==> run_1/io_placement.png <==
Drawn at 10 px/um. Pins as bars across the die edge, other pins in grey.
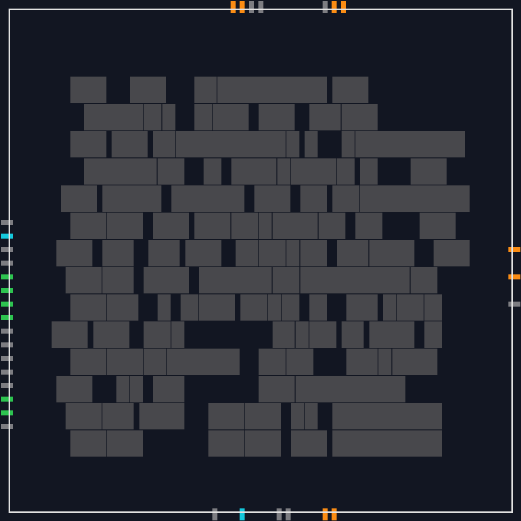
==> run_1/wires.png <==
Drawn at 6 px/um. Only two layers are drawn.
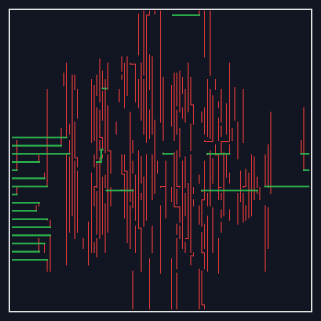
==> run_1/io_fan.png <==
Drawn at 6 px/um.
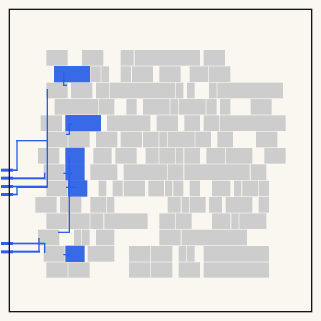
`src/rtl/gnr_node_mc_if.sv`:
```
// Bundles the gnr_node_mc control, regulator inputs and per-channel outputs.
// With GNR_CHANGE_CNT_EN defined, the interface also carries chg_cnt.
interface gnr_node_mc_if #(
  parameter int NCH   = 2,
  parameter int NIN   = 3,
  parameter int DIV_W = 4,
  parameter int CNT_W = 8
);
  logic                   reset_nos;
  logic [NCH-1:0]         init_state;
  logic [NCH-1:0]         start;
  logic [NCH*DIV_W-1:0]   period;
  logic [NCH*NIN-1:0]     in_s;
  logic [NIN-1:0]         in_mask;
  logic [NIN-1:0]         in_inv;
  logic                   op_or;
  logic [NCH-1:0]         state;
  logic [NCH-1:0]         eval_pulse;
`ifdef GNR_CHANGE_CNT_EN
  logic [NCH*CNT_W-1:0]   chg_cnt;

  modport master (
    output reset_nos, init_state, start, period, in_s, in_mask, in_inv, op_or,
    input  state, eval_pulse, chg_cnt
  );
  modport slave (
    input  reset_nos, init_state, start, period, in_s, in_mask, in_inv, op_or,
    output state, eval_pulse, chg_cnt
  );
`else
  modport master (
    output reset_nos, init_state, start, period, in_s, in_mask, in_inv, op_or,
    input  state, eval_pulse
  );
  modport slave (
    input  reset_nos, init_state, start, period, in_s, in_mask, in_inv, op_or,
    output state, eval_pulse
  );
`endif
endinterface

```
`src/rtl/gnr_node_mc.sv`:
```
// Multi-channel gene-regulatory node: each channel evaluates a masked AND/OR of its
// inputs every (period+1)-th start. Optional change counters: GNR_CHANGE_CNT_EN.
module gnr_node_mc #(
  parameter int NCH   = 2,
  parameter int NIN   = 3,
  parameter int DIV_W = 4,
  parameter int CNT_W = 8
) (
  input  logic            clk,
  input  logic            rst,
  gnr_node_mc_if.slave    bus
);

  logic [NCH-1:0]   f;
  logic [NCH-1:0]   state_q, state_d;
  logic [NCH-1:0]   pulse_q, pulse_d;
  logic [DIV_W-1:0] ph_q [NCH];
  logic [DIV_W-1:0] ph_d [NCH];
`ifdef GNR_CHANGE_CNT_EN
  logic [CNT_W-1:0] cnt_q [NCH];
  logic [CNT_W-1:0] cnt_d [NCH];
`endif

  // Start value is the identity of the reduction, so an all-masked channel yields 1/0.
  always_comb begin
    f = '0;
    for (int unsigned c = 0; c < NCH; c++) begin
      f[c] = ~bus.op_or;
      for (int unsigned i = 0; i < NIN; i++) begin
        if (bus.in_mask[i]) begin
          if (bus.op_or) f[c] = f[c] | (bus.in_s[c*NIN+i] ^ bus.in_inv[i]);
          else           f[c] = f[c] & (bus.in_s[c*NIN+i] ^ bus.in_inv[i]);
        end
      end
    end
  end

  always_comb begin
    state_d = state_q;
    pulse_d = '0;
    for (int unsigned c = 0; c < NCH; c++) begin
      ph_d[c] = ph_q[c];
`ifdef GNR_CHANGE_CNT_EN
      cnt_d[c] = cnt_q[c];
`endif
      if (rst) begin
        state_d[c] = 1'b0;
        ph_d[c]    = bus.period[c*DIV_W +: DIV_W];
`ifdef GNR_CHANGE_CNT_EN
        cnt_d[c]   = '0;
`endif
      end else if (bus.reset_nos) begin
        state_d[c] = bus.init_state[c];
        ph_d[c]    = '0;
`ifdef GNR_CHANGE_CNT_EN
        cnt_d[c]   = '0;
`endif
      end else if (bus.start[c]) begin
        if (ph_q[c] == '0) begin
          state_d[c] = f[c];
          ph_d[c]    = bus.period[c*DIV_W +: DIV_W];
          pulse_d[c] = 1'b1;
`ifdef GNR_CHANGE_CNT_EN
          if (f[c] != state_q[c] && cnt_q[c] != '1) cnt_d[c] = cnt_q[c] + 1'b1;
`endif
        end else begin
          ph_d[c] = ph_q[c] - 1'b1;
        end
      end
    end
  end

  always_ff @(posedge clk) begin
    state_q <= state_d;
    pulse_q <= pulse_d;
    for (int unsigned c = 0; c < NCH; c++) begin
      ph_q[c] <= ph_d[c];
`ifdef GNR_CHANGE_CNT_EN
      cnt_q[c] <= cnt_d[c];
`endif
    end
  end

  assign bus.state      = state_q;
  assign bus.eval_pulse = pulse_q;

`ifdef GNR_CHANGE_CNT_EN
  always_comb begin
    bus.chg_cnt = '0;
    for (int unsigned c = 0; c < NCH; c++) bus.chg_cnt[c*CNT_W +: CNT_W] = cnt_q[c];
  end
`endif

endmodule
```
`src/flat_wrapper.sv`:
```
// flat-port wrapper written by rule: the top's interface ports become plain ports
module gnr_node_mc_flat 
#(
  parameter int NCH   = 2,
  parameter int NIN   = 3,
  parameter int DIV_W = 4,
  parameter int CNT_W = 8
)
  (clk, rst, bus_reset_nos, bus_init_state, bus_start, bus_period, bus_in_s, bus_in_mask, bus_in_inv, bus_op_or, bus_state, bus_eval_pulse);
  gnr_node_mc_if #(.NCH(NCH), .NIN(NIN), .DIV_W(DIV_W), .CNT_W(CNT_W)) bus_i ();
  input  logic clk;
  input  logic rst;
  input wire logic [$bits(bus_i.reset_nos)-1:0] bus_reset_nos;
  input wire logic [$bits(bus_i.init_state)-1:0] bus_init_state;
  input wire logic [$bits(bus_i.start)-1:0] bus_start;
  input wire logic [$bits(bus_i.period)-1:0] bus_period;
  input wire logic [$bits(bus_i.in_s)-1:0] bus_in_s;
  input wire logic [$bits(bus_i.in_mask)-1:0] bus_in_mask;
  input wire logic [$bits(bus_i.in_inv)-1:0] bus_in_inv;
  input wire logic [$bits(bus_i.op_or)-1:0] bus_op_or;
  output wire logic [$bits(bus_i.state)-1:0] bus_state;
  output wire logic [$bits(bus_i.eval_pulse)-1:0] bus_eval_pulse;
  assign bus_i.reset_nos = bus_reset_nos;
  assign bus_i.init_state = bus_init_state;
  assign bus_i.start = bus_start;
  assign bus_i.period = bus_period;
  assign bus_i.in_s = bus_in_s;
  assign bus_i.in_mask = bus_in_mask;
  assign bus_i.in_inv = bus_in_inv;
  assign bus_i.op_or = bus_op_or;
  assign bus_state = bus_i.state;
  assign bus_eval_pulse = bus_i.eval_pulse;
  gnr_node_mc #(.NCH(NCH), .NIN(NIN), .DIV_W(DIV_W), .CNT_W(CNT_W)) u_core (.clk(clk), .rst(rst), .bus(bus_i));
endmodule
```
`config.mk`:
```
export PLATFORM = sky130hd
export DESIGN_NAME = gnr_node_mc_flat
export DESIGN_NICKNAME = d
export VERILOG_FILES = /design/src/rtl/gnr_node_mc_if.sv /design/src/rtl/gnr_node_mc.sv /design/src/flat_wrapper.sv
export SDC_FILE = /design/constraint.sdc
export NUM_CORES = 1
export LEC_CHECK = 0
export CAP_MARGIN = 20
export CORE_MARGIN = 4
export CORE_UTILIZATION = 46
export CTS_CLUSTER_SIZE = 30
export DETAILED_ROUTE_END_ITERATION = 12
export GPL_ROUTABILITY_DRIVEN = 0
export PLACE_DENSITY = 0.87
export SETUP_SLACK_MARGIN = 0.15
export SLEW_MARGIN = 40
export SYNTH_ARGS = -nofsm -noshare
export SYNTH_HDL_FRONTEND = slang
export SYNTH_SLANG_ARGS = --single-unit
```
`constraint.sdc`:
```
create_clock -name clk -period 2.85 [get_ports clk]
set_clock_uncertainty 0.2 [all_clocks]
set_input_delay 0.855 -clock clk [delete_from_list [all_inputs] [get_ports clk]]
set_output_delay 0.855 -clock clk [all_outputs]
set_load 0.05 [all_outputs]
```
==> summary.rpt, run 1 <==
IMPLEMENTATION SUMMARY REPORT
----------------------------------------------------
[Worst setup path]
  Required time of the critical path ........................ between 1500 and 2000 ps
  Crit start category ........................ register
  Critical path buffers and inverters ........................ 1
  Critical path cell sequence ........................ clkdlybuf4s50_1
  CP max stage delay ........................ a little over 800 ps
  Worst EP arrival ........................ about 1400 ps
  Sort of element at the end of the critical path ........................ output port
  Crit path max-delay family ........................ buffers and inverters
  Cell with the largest stage delay on the worst path ........................ sky130_fd_sc_hd__clkdlybuf4s50_1
  Register-to-register path setup slack ........................ 990 ps
  Crit Path Category ........................ register to output port
  Maximum fanout along the worst path ........................ 2

[Global routing]
  Number of antenna violations at the first check in global routing ........................ 0
  First-pass GRT wire length ........................ between 3000 and 4000 um
  Number of global-route vias before repair ........................ around 800
  Maximum number of pins on one net before global-route repair ........................ 12
  Grt total ovfl ........................ 0
  Overall global routing resource usage ........................ 0.174

[Final timing]
  Setup repair after global routing missed its margin ........................ false
  Setup slack of the critical path after layout ........................ 376 ps
  Minimum clock period ........................ between 2000 and 2500 ps
  Final setup violation count ........................ 0
  Tightest Pin Transition ........................ just over 500 ps
  WHS ........................ about 460 ps
  Timing-limited maximum frequency ........................ between 400 and 500 MHz
  Hold violation count in the final report ........................ 0
  Final cycle utilization of the critical path ........................ 0.868
  Final TNS setup ........................ 0 ps
  Relative slew slack ........................ 0.660
  Final slew viol count ........................ 0

[Routing]
  Detailed-routing iteration count for the pre-antenna-repair pass ........................ 4
  Post-detailed-route count of antenna-violating nets ........................ 0
  Violation count after the first detailed-routing iteration ........................ 16
  Residual DRC ........................ 0
  Routed via count divided by cell count ........................ between 5 and 6
  Number of vias in the routed layout ........................ between 700 and 800

[Synthesis]
  Instance count of the mapped netlist ........................ about 81
  Top cell type by total area after synthesis ........................ sky130_fd_sc_hd__edfxtp_1
  Post-Synth XOR/XNOR Area ........................ 0.104
  Fraction of registers with async set or reset after synthesis ........................ 0
  Yosys Instances ........................ 81
  Distinct lib cells ........................ 25
  Dominant comb cell ........................ AND-OR/OR-AND gates
  Chip area in the Yosys report ........................ roughly 820 um2
  Synthesized flop and latch total ........................ 12
  Compound Share, Synth ........................ 0.217
  Count of flip-flops with a built-in enable after synthesis ........................ 8
  Synth Cell Area ........................ between 800 and 900 um2
  Net count after synthesis ........................ approximately 110
  Mux share of post-synthesis cell area ........................ 0.0123
  Mean Syn Cell Area ........................ 10.1 um2
  Synth warnings ........................ 0
  Sequential-to-total area share from yosys stat ........................ 0.392
  Synth top cell by count ........................ sky130_fd_sc_hd__edfxtp_1
  Yosys simple share ........................ 0.185
  Synth area leaders ........................ sky130_fd_sc_hd__edfxtp_1 29%, sky130_fd_sc_hd__dfxtp_1 9.8%, sky130_fd_sc_hd__xnor2_1 6.4%
  Area leader share ........................ 0.294
  Commonest cells post-synth ........................ 8 x sky130_fd_sc_hd__edfxtp_1, 7 x sky130_fd_sc_hd__nor2_1, 6 x sky130_fd_sc_hd__nand2_1, 6 x sky130_fd_sc_hd__xnor2_1
  Main synth FF type ........................ sky130_fd_sc_hd__edfxtp_1
  Adders+Majority by Area ........................ 0.0613

[Clock network]
  CTS sink count ........................ 12
  Total of cells resized after clock tree synthesis ........................ 0
  TritonCTS clock tree ........................ built
  Number of buffers on the longest clock path ........................ 2
  Deepest level of the CTS H-tree ........................ 1
  Postcts setup bufs ........................ 0
  TritonCTS buffer count ........................ 3
  Number of buffers added to fix hold violations after cts ........................ 0
  Clk latency late pin ........................ 260 ps
  Clk pin slew, worst setup/hold paths ........................ about 80 ps
  Root buf cell ........................ sky130_fd_sc_hd__clkbuf_4

[Min path]
  Worst min path class ........................ register to register

[Placed design]
  Worst slack, placed ........................ 227 ps
  HPWL after detailed placement ........................ 1720 um
  Cell Area, Placed ........................ 0.00118 mm2

[Power and ir drop]
  Leakage component of the power ........................ around 0.45 nW
  Power density over cell area ........................ around 440 mW/mm2
  Worst ir drop on vdd ........................ between 200 and 250 uV

[Finish]
  Share of post-route cells with drive strength above 1 ........................ 0.111
  Area growth from synthesis to layout ........................ 47.2%
  Number of nets in the final layout ........................ between 150 and 200
  Final Core Density ........................ 0.754
  Fillers ........................ 123
  Number of diodes ........................ 0
  Summed area of non-filler cells in the final layout ........................ roughly 0.0012 mm2

[Floorplan]
  Number of rows in the core area ........................ 14
  DIE AREA ........................ 0.00251 mm2
  Placeable Area ........................ ~0.0016 mm2
  Core utilization at floorplan ........................ 0.513

[Status]
  Run status ........................ complete, no violations

[Run]
  Stage-log warning count ........................ 28
  Max cap viols ........................ 0

----------------------------------------------------
Notes on io_placement.png above:
colour	port	pins	direction	edge
cyan	`bus_state`	2	output	1 west, 1 south
orange	`bus_period`	8	input	4 north, 2 south, 2 east
green	`bus_in_s`	6	input	west
vertical die size: 50.1 um
die x size: 50.1 um
number of port buffers: 31

Notes on wires.png above:
colour	layer	wire length
red	metal 2	1150 um
green	metal 3	121 um
DRT Wirelength: 2090 um
Routed wire per std cell: 14.8 um

Notes on io_fan.png above:
colour	port	bits	direction	edge	end cells	buffers	wire
blue	`bus_in_s`	6	input	west	6	6	82.3 um
number of I/O pins: 32

[run 1: worst paths after layout]
path                                                       start                                   to  depth (start not counted)
worst max-delay path            u_core.bus.state[0]$_SDFFE_PP0P_                         bus_state[0]                          1
worst min-delay path                 u_core.ph_q[0][7]$_DFFE_PP_  u_core.bus.eval_pulse[1]$_SDFF_PP0_                          3
worst max register to register       u_core.ph_q[0][4]$_DFFE_PP_          u_core.ph_q[0][6]$_DFFE_PP_                          6
worst min register to register       u_core.ph_q[0][7]$_DFFE_PP_  u_core.bus.eval_pulse[1]$_SDFF_PP0_                          3
[run 1: cell usage in the layout (no fill, tap or decap), drive strengths merged]
cell,synthesis,layout
nor2b,1,1
nand2,6,6
a221o,2,2
o211ai,2,2
o221ai,2,2
nand2b,1,1
a21oi,4,4
a22oi,2,2
or3,4,4
mux2i,1,1
ha,4,4
o31ai,4,4
a22o,2,2
o21ai,2,2
inv,4,4
nor3,4,4
nor3b,2,2
nor4bb,2,2
edfxtp,8,8
a211oi,3,3
buf,0,4
clkdlybuf4s50,0,31
clkbuf,2,3
nor2,7,7
xnor2,8,8
dfxtp,4,4
[run 1: state kept, by name, indices dropped and copies added (netlist names)]
| name | count |
|---|---|
| u_core.bus.eval_pulse | 2 |
| u_core.ph_q | 8 |
| u_core.bus.state | 2 |
[run 1: cells by family after synthesis]
group	count (synthesis)
AND-OR/OR-AND	23
XOR/XNOR	8
adder cells (fa/ha/maj)	4
buffers and inverters	6
flip-flops	12
multiplexers	1
AND/OR/NAND/NOR	27
[run 1: through the flow]
| stage | power (mW) | instances |
|---|---|---|
| after floorplan | 0.344 | 81 |
| after global routing | 0.561 | 141 |
| after global placement | 0.412 | 138 |
| after detailed placement | 0.423 | 138 |
| final | 0.524 | 141 |
| after CTS | 0.525 | 141 |
[run 1: cell type report]
| cell class | instances | area [um2] | share of cell area |
|---|---|---|---|
| multi-input cells | 63 | 474 | 0.394 |
| inverters | 4 | 15.0 | 0.0125 |
| repair buffers | 35 | 340 | 0.283 |
| well taps | 24 | 30.0 | 0.0250 |
| clock buffers | 3 | 22.5 | 0.0187 |
| flip-flops and latches | 12 | 320 | 0.266 |
[run 1: power by group]
group | internal (mW) | switching, mW
clock network | 0.0487 | 0.0531
registers | 0.213 | 0.0222
logic | 0.100 | 0.0861
total | 0.363 | 0.161
[run 1: tightest hold or removal path, stage by stage (launching register included)]
cell                       delay [ps]
sky130_fd_sc_hd__edfxtp_1         390
sky130_fd_sc_hd__nor3b_2           80
sky130_fd_sc_hd__nand2_1           80
sky130_fd_sc_hd__nor3_1            60
[run 1: routing by layer]
metal | GRT usage | wire [um] | vias up
met2 | 0.317 | 1150 | 30
met5 | 0 | 0 | -
met1 | 0.201 | 781 | 380
met3 | 0.0266 | 121 | 4
met4 | 0.0691 | 40 | 0
li1 | - | - | 382
==> run 2: changes to the inputs <==
--- a/config.mk
+++ b/config.mk
@@ -12,8 +12,9 @@
 export DETAILED_ROUTE_END_ITERATION = 12
 export GPL_ROUTABILITY_DRIVEN = 0
 export PLACE_DENSITY = 0.87
+export RECOVER_POWER = 25
 export SETUP_SLACK_MARGIN = 0.15
-export SLEW_MARGIN = 40
+export SLEW_MARGIN = 20
 export SYNTH_ARGS = -nofsm -noshare
 export SYNTH_HDL_FRONTEND = slang
 export SYNTH_SLANG_ARGS = --single-unit
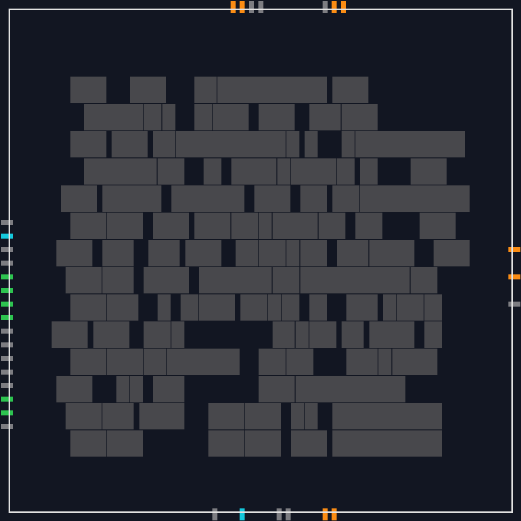
(run_2/io_placement.png)
Drawn at 10 px/um. Pins as bars across the die edge, other pins in grey.
colour	port	pins	direction	edge
green	`bus_in_s`	6	input	west
cyan	`bus_state`	2	output	1 west, 1 south
orange	`bus_period`	8	input	4 north, 2 south, 2 east
all pins by edge	16 west, 7 north, 6 south, 3 east

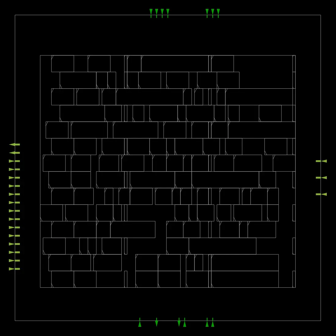
(run_2/placement.png)
Tap Count: 24
Final Core Density: 0.754
sequential cell area share: 0.266
number of standard cells in the final layout excluding fillers: 141
total number of sequential cells: 12

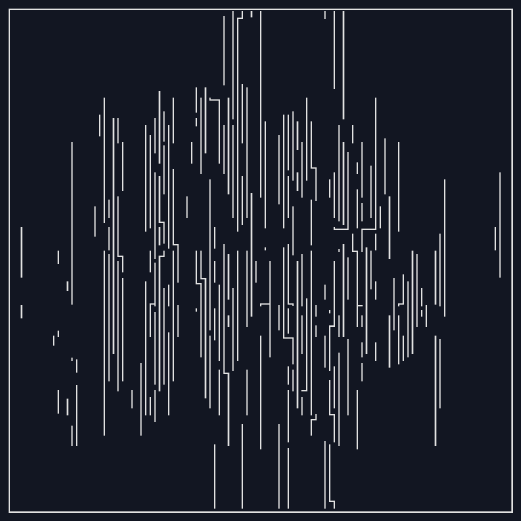
(run_2/layer_met2.png)
Drawn at 10 px/um.
longest straight run	23.5 um
wire length on this layer	1150 um
main direction	vertical
number of vias in the routed layout: 796
met2 GRT Util: 0.317

==> summary.rpt, run 2 <==
IMPLEMENTATION SUMMARY REPORT
----------------------------------------------------
[Min path]
  Min-Delay Startpoint ........................ u_core.ph_q[0][7]$_DFFE_PP_
  Worst min path class ........................ register to register
  Hold path cells ........................ 3

[Power and ir drop]
  Sequential power share ........................ 0.450
  Net load switching power ........................ between 0.15 and 0.2 mW
  Worst ir drop on vdd ........................ ~240 uV
  Clock power frac ........................ 0.194
  Switching Share ........................ 0.308
  Internal power ........................ 0.362 mW
  Comb pwr share ........................ 0.356
  Leakage component of the power ........................ about 0.45 nW
  Power density over cell area ........................ roughly 440 mW/mm2

[Run]
  Max cap viols ........................ 0
  Stage-log warning count ........................ 28

[Final timing]
  Final setup violation count ........................ 0
  Timing-limited maximum frequency ........................ just over 400 MHz
  Final slew viol count ........................ 0
  Minimum clock period ........................ roughly 2500 ps
  WHS ........................ 458 ps
  Tightest Pin Transition ........................ approximately 510 ps
  Final TNS setup ........................ 0 ps
  Setup repair after global routing missed its margin ........................ false
  Relative slew slack ........................ 0.660
  Hold violation count in the final report ........................ 0
  Final cycle utilization of the critical path ........................ 0.868

[Clock network]
  Root buf cell ........................ sky130_fd_sc_hd__clkbuf_4
  Number of buffers added to fix hold violations after cts ........................ 0
  TritonCTS buffer count ........................ 3
  Clk latency late pin ........................ roughly 260 ps
  Total of cells resized after clock tree synthesis ........................ 0
  Clk pin slew, worst setup/hold paths ........................ about 80 ps
  TritonCTS clock tree ........................ built
  Deepest level of the CTS H-tree ........................ 1
  Postcts setup bufs ........................ 0
  CTS sink count ........................ 12
  Number of buffers on the longest clock path ........................ 2

[Global routing]
  First-pass GRT wire length ........................ 3420 um
  Grt total ovfl ........................ 0
  Number of antenna violations at the first check in global routing ........................ 0
  Maximum number of pins on one net before global-route repair ........................ 12
  Number of global-route vias before repair ........................ about 800
  Overall global routing resource usage ........................ 0.174

[Worst setup path]
  Sort of element at the end of the critical path ........................ output port
  CP max stage delay ........................ about 800 ps
  Critical path buffers and inverters ........................ 1
  Crit path max-delay family ........................ buffers and inverters
  Worst path depth ........................ 1
  Worst EP arrival ........................ around 1400 ps
  Worst setup startpoint ........................ u_core.bus.state[0]$_SDFFE_PP0P_
  Register-to-register path setup slack ........................ between 900 and 1000 ps
  Reg2Reg Launch Point ........................ u_core.ph_q[0][4]$_DFFE_PP_
  Critical path cell sequence ........................ clkdlybuf4s50_1
  Depth of the worst register-to-register path ........................ 6
  Crit Path Category ........................ register to output port
  Crit start category ........................ register
  Maximum fanout along the worst path ........................ 2
  Required time of the critical path ........................ about 1800 ps
  Cell with the largest stage delay on the worst path ........................ sky130_fd_sc_hd__clkdlybuf4s50_1

[Routing]
  Violation count after the first detailed-routing iteration ........................ 16
  Residual DRC ........................ 0
  Routed wire per std cell ........................ ~15 um
  Post-detailed-route count of antenna-violating nets ........................ 0
  Routed via count divided by cell count ........................ about 5.6
  Detailed-routing iteration count for the pre-antenna-repair pass ........................ 4
  DRT Wirelength ........................ 2090 um

[Finish]
  Summed area of non-filler cells in the final layout ........................ 0.00120 mm2
  Fillers ........................ about 120
  Most common library cell in the layout ignoring fill and taps ........................ sky130_fd_sc_hd__clkdlybuf4s50_1
  Commonest cells after routing, fill and taps aside ........................ 30 x sky130_fd_sc_hd__clkdlybuf4s50_1, 8 x sky130_fd_sc_hd__edfxtp_1, 7 x sky130_fd_sc_hd__nor2_1
  Flop area ........................ approximately 320 um2
  Number of diodes ........................ 0
  Flip-flop count of the largest register after layout ........................ 8
  Comb gate area ........................ about 470 um2
  Share of post-route cells with drive strength above 1 ........................ 0.111
  Number of nets in the final layout ........................ approximately 150
  Area growth from synthesis to layout ........................ 47.2%
  Register with the most flip-flops ........................ u_core.ph_q

[Synthesis]
  Fraction of registers with async set or reset after synthesis ........................ 0
  Distinct lib cells ........................ 25
  Net count after synthesis ........................ approximately 110
  Synth Cell Area ........................ a little over 800 um2
  Top cell type by total area after synthesis ........................ sky130_fd_sc_hd__edfxtp_1
  Mean Syn Cell Area ........................ between 10 and 15 um2
  Sequential-to-total area share from yosys stat ........................ 0.392
  Area leader share ........................ 0.294
  Synthesized flop and latch total ........................ 12
  Synth area leaders ........................ sky130_fd_sc_hd__edfxtp_1 29%, sky130_fd_sc_hd__dfxtp_1 9.8%, sky130_fd_sc_hd__xnor2_1 6.4%
  Main synth FF type ........................ sky130_fd_sc_hd__edfxtp_1
  Chip area in the Yosys report ........................ 817 um2
  Synth warnings ........................ 0
  Commonest cells post-synth ........................ 8 x sky130_fd_sc_hd__edfxtp_1, 7 x sky130_fd_sc_hd__nor2_1, 6 x sky130_fd_sc_hd__nand2_1, 6 x sky130_fd_sc_hd__xnor2_1
  Instance count of the mapped netlist ........................ a little over 80
  Yosys Instances ........................ slightly above 80
  Synth top cell by count ........................ sky130_fd_sc_hd__edfxtp_1
  Count of flip-flops with a built-in enable after synthesis ........................ 8

[Placed design]
  HPWL after detailed placement ........................ approximately 1700 um
  Placed Cells incl. Taps ........................ approximately 140
  Cell Area, Placed ........................ roughly 0.0012 mm2
  Number of port buffers ........................ 31

[Floorplan]
  DIE AREA ........................ between 0.002 and 0.003 mm2
  Die x size ........................ 50.1 um
  Placeable Area ........................ ~0.0016 mm2
  Number of rows in the core area ........................ 14
  Core utilization at floorplan ........................ 0.513
  Vertical die size ........................ ~50 um
  Number of I/O pins ........................ 32

[Status]
  Run status ........................ complete, no violations

----------------------------------------------------
[run 2: cell count changes in the layout (fill, tap and decap cells not counted), sizes merged]
cell,change
dlygate4sd3,+1
clkdlybuf4s50,-1
[run 2: power by group through the flow]
stage	Clock (mW)	Combinational, mW	Sequential, mW
finish	0.102	0.186	0.236
floorplan	0	0.101	0.243
CTS	0.103	0.187	0.235
global placement	0	0.176	0.237
global route	0.116	0.206	0.239
detailed placement	0	0.184	0.239
[run 2: metal layers]
metal,global-route usage,part of all wire,vias to the layer above
met2,0.317,0.55,30
met4,0.0691,0.019,0
met3,0.0266,0.058,4
li1,-,-,382
met5,0,0,-
met1,0.201,0.37,380
[run 2: cell families after synthesis]
logic type               after synthesis  synth area share
flip-flops                            12             0.392
XOR/XNOR                               8             0.104
AND/OR/NAND/NOR                       27             0.185
buffers and inverters                  6            0.0276
AND-OR/OR-AND                         23             0.217
adder cells (fa/ha/maj)                4            0.0613
multiplexers                           1            0.0123
[run 2: area by class of cell]
| cell class | instances | share of cell area |
|---|---|---|
| clock buffers | 3 | 0.0187 |
| inverters | 4 | 0.0125 |
| multi-input cells | 63 | 0.394 |
| flip-flops and latches | 12 | 0.266 |
| well taps | 24 | 0.0250 |
| repair buffers | 35 | 0.283 |
[run 2: stage by stage]
step | power, mW | setup WS (ps)
5_1_grt | 0.560 | 322
3_5_place_dp | 0.423 | 227
2_1_floorplan | 0.344 | 869
4_1_cts | 0.525 | 370
6_report | 0.524 | 377
3_3_place_gp | 0.412 | 310
[run 2: tightest hold or removal path: cells and delay by family (launching register included)]
| kind | cells | cell delay [ps] |
|---|---|---|
| and+or+nand+nor | 3 | 220 |
| DFF | 1 | 390 |
[run 2: path summary, 6_finish.rpt]
check | endpoint
max reg2reg | u_core.ph_q[0][6]$_DFFE_PP_
min | u_core.bus.eval_pulse[1]$_SDFF_PP0_
max | bus_state[0]
min reg2reg | u_core.bus.eval_pulse[1]$_SDFF_PP0_
==> run_2/io_fan.png <==
Drawn at 6 px/um.
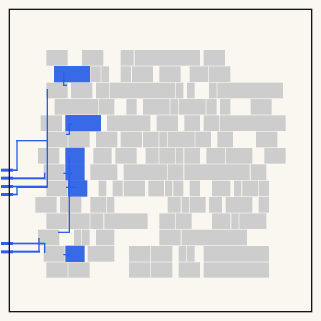

==> run 3: changes to the inputs <==
--- a/config.mk
+++ b/config.mk
@@ -7,11 +7,12 @@
 export LEC_CHECK = 0
 export CAP_MARGIN = 20
 export CORE_MARGIN = 4
-export CORE_UTILIZATION = 46
+export CORE_UTILIZATION = 48
+export CTS_BUF_LIST = sky130_fd_sc_hd__clkbuf_8
 export CTS_CLUSTER_SIZE = 30
 export DETAILED_ROUTE_END_ITERATION = 12
 export GPL_ROUTABILITY_DRIVEN = 0
-export PLACE_DENSITY = 0.87
+export PLACE_DENSITY = 0.9
 export RECOVER_POWER = 25
 export SETUP_SLACK_MARGIN = 0.15
 export SLEW_MARGIN = 20
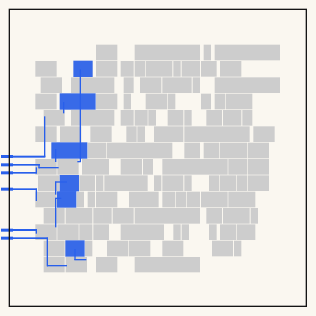
(run_3/io_fan.png)
Drawn at 6 px/um.
colour	port	bits	direction	edge	end cells	buffers	wire
blue	`bus_in_s`	6	input	west	6	6	81.1 um

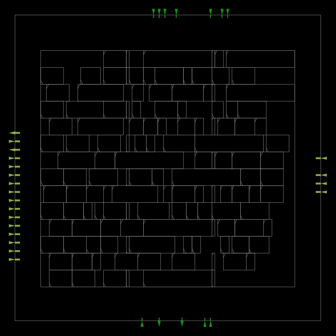
(run_3/placement.png)
Fillers: 107
Placeable Area: 0.00156 mm2
number of rows in the core area: 14
sequential cell area share: 0.268
Tap Count: 16

==> summary.rpt, run 3 <==
IMPLEMENTATION SUMMARY REPORT
----------------------------------------------------
[Worst setup path]
  Cell with the largest stage delay on the worst path ........................ sky130_fd_sc_hd__dlygate4sd3_1
  Sort of element at the end of the critical path ........................ register
  Critical path buffers and inverters ........................ 2
  Register-to-register path setup slack ........................ ~910 ps
  R2R Path End ........................ u_core.ph_q[0][0]$_DFFE_PP_
  Reg2Reg Launch Point ........................ u_core.ph_q[0][0]$_DFFE_PP_
  Crit path max-delay family ........................ buffers and inverters
  CP max stage delay ........................ ~600 ps
  Worst setup startpoint ........................ rst
  Crit start category ........................ input port
  Most used cell, CP ........................ sky130_fd_sc_hd__nor2_1
  Maximum fanout along the worst path ........................ 8
  Worst path depth ........................ 5
  Capture point of the critical path ........................ u_core.ph_q[0][0]$_DFFE_PP_
  Crit Path Category ........................ input port to register
  Required time of the critical path ........................ around 2600 ps
  Worst EP arrival ........................ 2250 ps
  Depth of the worst register-to-register path ........................ 6

[Synthesis]
  Synth warnings ........................ 0
  Synth area leaders ........................ sky130_fd_sc_hd__edfxtp_1 29%, sky130_fd_sc_hd__dfxtp_1 9.8%, sky130_fd_sc_hd__xnor2_1 6.4%
  Commonest cells post-synth ........................ 8 x sky130_fd_sc_hd__edfxtp_1, 7 x sky130_fd_sc_hd__nor2_1, 6 x sky130_fd_sc_hd__nand2_1, 6 x sky130_fd_sc_hd__xnor2_1
  Main synth FF type ........................ sky130_fd_sc_hd__edfxtp_1
  Area leader share ........................ 0.294
  Synth top cell by count ........................ sky130_fd_sc_hd__edfxtp_1
  Instance count of the mapped netlist ........................ ~80
  Chip area in the Yosys report ........................ 817 um2
  Net count after synthesis ........................ ~110
  Mean Syn Cell Area ........................ about 10 um2
  Fraction of registers with async set or reset after synthesis ........................ 0
  Distinct lib cells ........................ 25
  Sequential-to-total area share from yosys stat ........................ 0.392
  Synthesized flop and latch total ........................ 12
  Yosys Instances ........................ between 80 and 90
  Top cell type by total area after synthesis ........................ sky130_fd_sc_hd__edfxtp_1
  Synth Cell Area ........................ roughly 820 um2

[Run]
  Stage-log warning count ........................ 28
  Max cap viols ........................ 0

[Routing]
  Post-detailed-route count of antenna-violating nets ........................ 0
  Detailed-routing iteration count for the pre-antenna-repair pass ........................ 4
  Residual DRC ........................ 0
  Violation count after the first detailed-routing iteration ........................ 15
  Routed via count divided by cell count ........................ around 6

[Power and ir drop]
  Clock power frac ........................ 0.261
  Internal power ........................ between 0.4 and 0.5 mW
  Sequential power share ........................ 0.415
  Leakage component of the power ........................ around 0.45 nW
  Comb pwr share ........................ 0.324
  Power density over cell area ........................ 479 mW/mm2
  Switching Share ........................ 0.293
  Net load switching power ........................ roughly 0.17 mW
  Worst ir drop on vdd ........................ 268 uV

[Clock network]
  Root buf cell ........................ sky130_fd_sc_hd__clkbuf_8
  Total of cells resized after clock tree synthesis ........................ 0
  Postcts setup bufs ........................ 0
  CTS sink count ........................ 12
  Deepest level of the CTS H-tree ........................ 1
  TritonCTS clock tree ........................ built
  Number of buffers on the longest clock path ........................ 2
  Clk latency late pin ........................ between 200 and 250 ps
  TritonCTS buffer count ........................ 3
  Clk pin slew, worst setup/hold paths ........................ 50 ps

[Final timing]
  Minimum clock period ........................ ~2500 ps
  Final TNS setup ........................ 0 ps
  Setup repair after global routing missed its margin ........................ false
  Final setup violation count ........................ 0
  Final slew viol count ........................ 0
  Final cycle utilization of the critical path ........................ 0.873
  Tightest Pin Transition ........................ slightly above 600 ps
  Relative slew slack ........................ 0.591
  Hold violation count in the final report ........................ 0
  Timing-limited maximum frequency ........................ 402 MHz

[Finish]
  Number of standard cells in the final layout excluding fillers ........................ between 100 and 150
  Comb gate area ........................ ~470 um2
  Register with the most flip-flops ........................ u_core.ph_q
  Number of diodes ........................ 0
  Most common library cell in the layout ignoring fill and taps ........................ sky130_fd_sc_hd__clkdlybuf4s50_1
  Flop area ........................ 320 um2
  Number of nets in the final layout ........................ 150
  Flip-flop count of the largest register after layout ........................ 8
  Commonest cells after routing, fill and taps aside ........................ 30 x sky130_fd_sc_hd__clkdlybuf4s50_1, 8 x sky130_fd_sc_hd__edfxtp_1, 7 x sky130_fd_sc_hd__nor2_1
  Area growth from synthesis to layout ........................ 46.4%
  Share of post-route cells with drive strength above 1 ........................ 0.0862

[Global routing]
  First-pass GRT wire length ........................ ~3700 um
  Grt total ovfl ........................ 0
  Number of global-route vias before repair ........................ 823
  Number of antenna violations at the first check in global routing ........................ 0
  Maximum number of pins on one net before global-route repair ........................ 9

[Placed design]
  HPWL after detailed placement ........................ approximately 1700 um
  Number of port buffers ........................ 31
  Placed Cells incl. Taps ........................ between 100 and 150

[Floorplan]
  Vertical die size ........................ 49.3 um
  DIE AREA ........................ between 0.002 and 0.0025 mm2
  Die x size ........................ between 40 and 50 um
  Number of I/O pins ........................ 32
  Core utilization at floorplan ........................ 0.524

[Min path]
  Worst min path class ........................ register to register

[Status]
  Run status ........................ complete, no violations

----------------------------------------------------
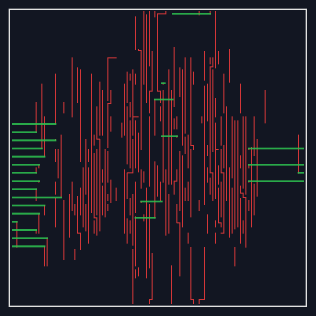
(run_3/wires.png)
Drawn at 6 px/um. Only two layers are drawn.
colour	layer	wire length
green	metal 3	125 um
red	metal 2	1190 um
Routed wire per std cell: 16.7 um
number of vias in the routed layout: 789
overall global routing resource usage: 0.198
DRT Wirelength: 2200 um

-- run 3: cell types whose count changed in the layout (fill, tap and decap cells not counted) --
cell                       before  now
sky130_fd_sc_hd__buf_4          4    1
sky130_fd_sc_hd__clkbuf_1       0    2
sky130_fd_sc_hd__clkbuf_4       3    0
sky130_fd_sc_hd__clkbuf_8       0    3
-- run 3: logic make-up after synthesis --
group	share of synthesized area
simple gates	0.185
mux	0.0123
flops	0.392
compound gates	0.217
xor+xnor	0.104
fa+ha+maj	0.0613
buf+inv	0.0276
-- run 3: worst min path at each step --
stage,from,endpoint,slack [ps],cells past startpoint
finish,u_core.ph_q[0][4]$_DFFE_PP_,u_core.ph_q[0][4]$_DFFE_PP_,460,1
global route,u_core.ph_q[0][4]$_DFFE_PP_,u_core.ph_q[0][4]$_DFFE_PP_,490,1
CTS,u_core.ph_q[0][4]$_DFFE_PP_,u_core.ph_q[0][4]$_DFFE_PP_,450,1
detailed placement,u_core.ph_q[0][4]$_DFFE_PP_,u_core.ph_q[0][4]$_DFFE_PP_,440,1
global placement,u_core.ph_q[0][7]$_DFFE_PP_,u_core.bus.eval_pulse[1]$_SDFF_PP0_,420,3
floorplan,u_core.ph_q[0][7]$_DFFE_PP_,u_core.bus.eval_pulse[1]$_SDFF_PP0_,380,3
-- run 3: worst reg2reg max path, cell delays in order, from the launching register on --
cell,delay [ps]
sky130_fd_sc_hd__edfxtp_1,420
sky130_fd_sc_hd__inv_1,140
sky130_fd_sc_hd__ha_1,210
sky130_fd_sc_hd__nor3b_2,300
sky130_fd_sc_hd__nor2_1,150
sky130_fd_sc_hd__mux2i_1,190
sky130_fd_sc_hd__nor2_1,60
-- run 3: final cells by class --
type,instances,area share
Clock buffer,3,0.0345
Inverter,4,0.0126
Multi-Input combinational cell,63,0.396
Sequential cell,12,0.268
Tap cell,16,0.0167
Timing Repair Buffer,34,0.272
-- run 3: metal layers --
| metal | part of all wire | global-route usage | vias up |
|---|---|---|---|
| li1 | - | - | 382 |
| met1 | 0.39 | 0.196 | 375 |
| met2 | 0.54 | 0.384 | 27 |
| met3 | 0.056 | 0.0489 | 5 |
| met4 | 0.015 | 0.0758 | 0 |
| met5 | 0 | 0 | - |
-- run 3: power by group through the flow --
| stage | clock [mW] | combinational (mW) | sequential (mW) |
|---|---|---|---|
| 6_report | 0.150 | 0.186 | 0.238 |
| 5_1_grt | 0.164 | 0.203 | 0.239 |
| 4_1_cts | 0.150 | 0.187 | 0.237 |
| 3_5_place_dp | 0 | 0.185 | 0.240 |
| 3_3_place_gp | 0 | 0.175 | 0.237 |
| 2_1_floorplan | 0 | 0.101 | 0.243 |
-- run 3: metrics by stage --
step,util,total power [mW],hold slack [ps],setup WS [ps],cell area [um2]
after floorplan,-,0.344,384,869,817
final,0.767,0.573,462,362,1200
after global placement,0.746,0.411,424,306,1160
after CTS,0.772,0.575,453,413,1200
after global routing,0.767,0.606,486,247,1200
after detailed placement,0.746,0.425,443,229,1160
Power is estimated from default activity; no workload was simulated.
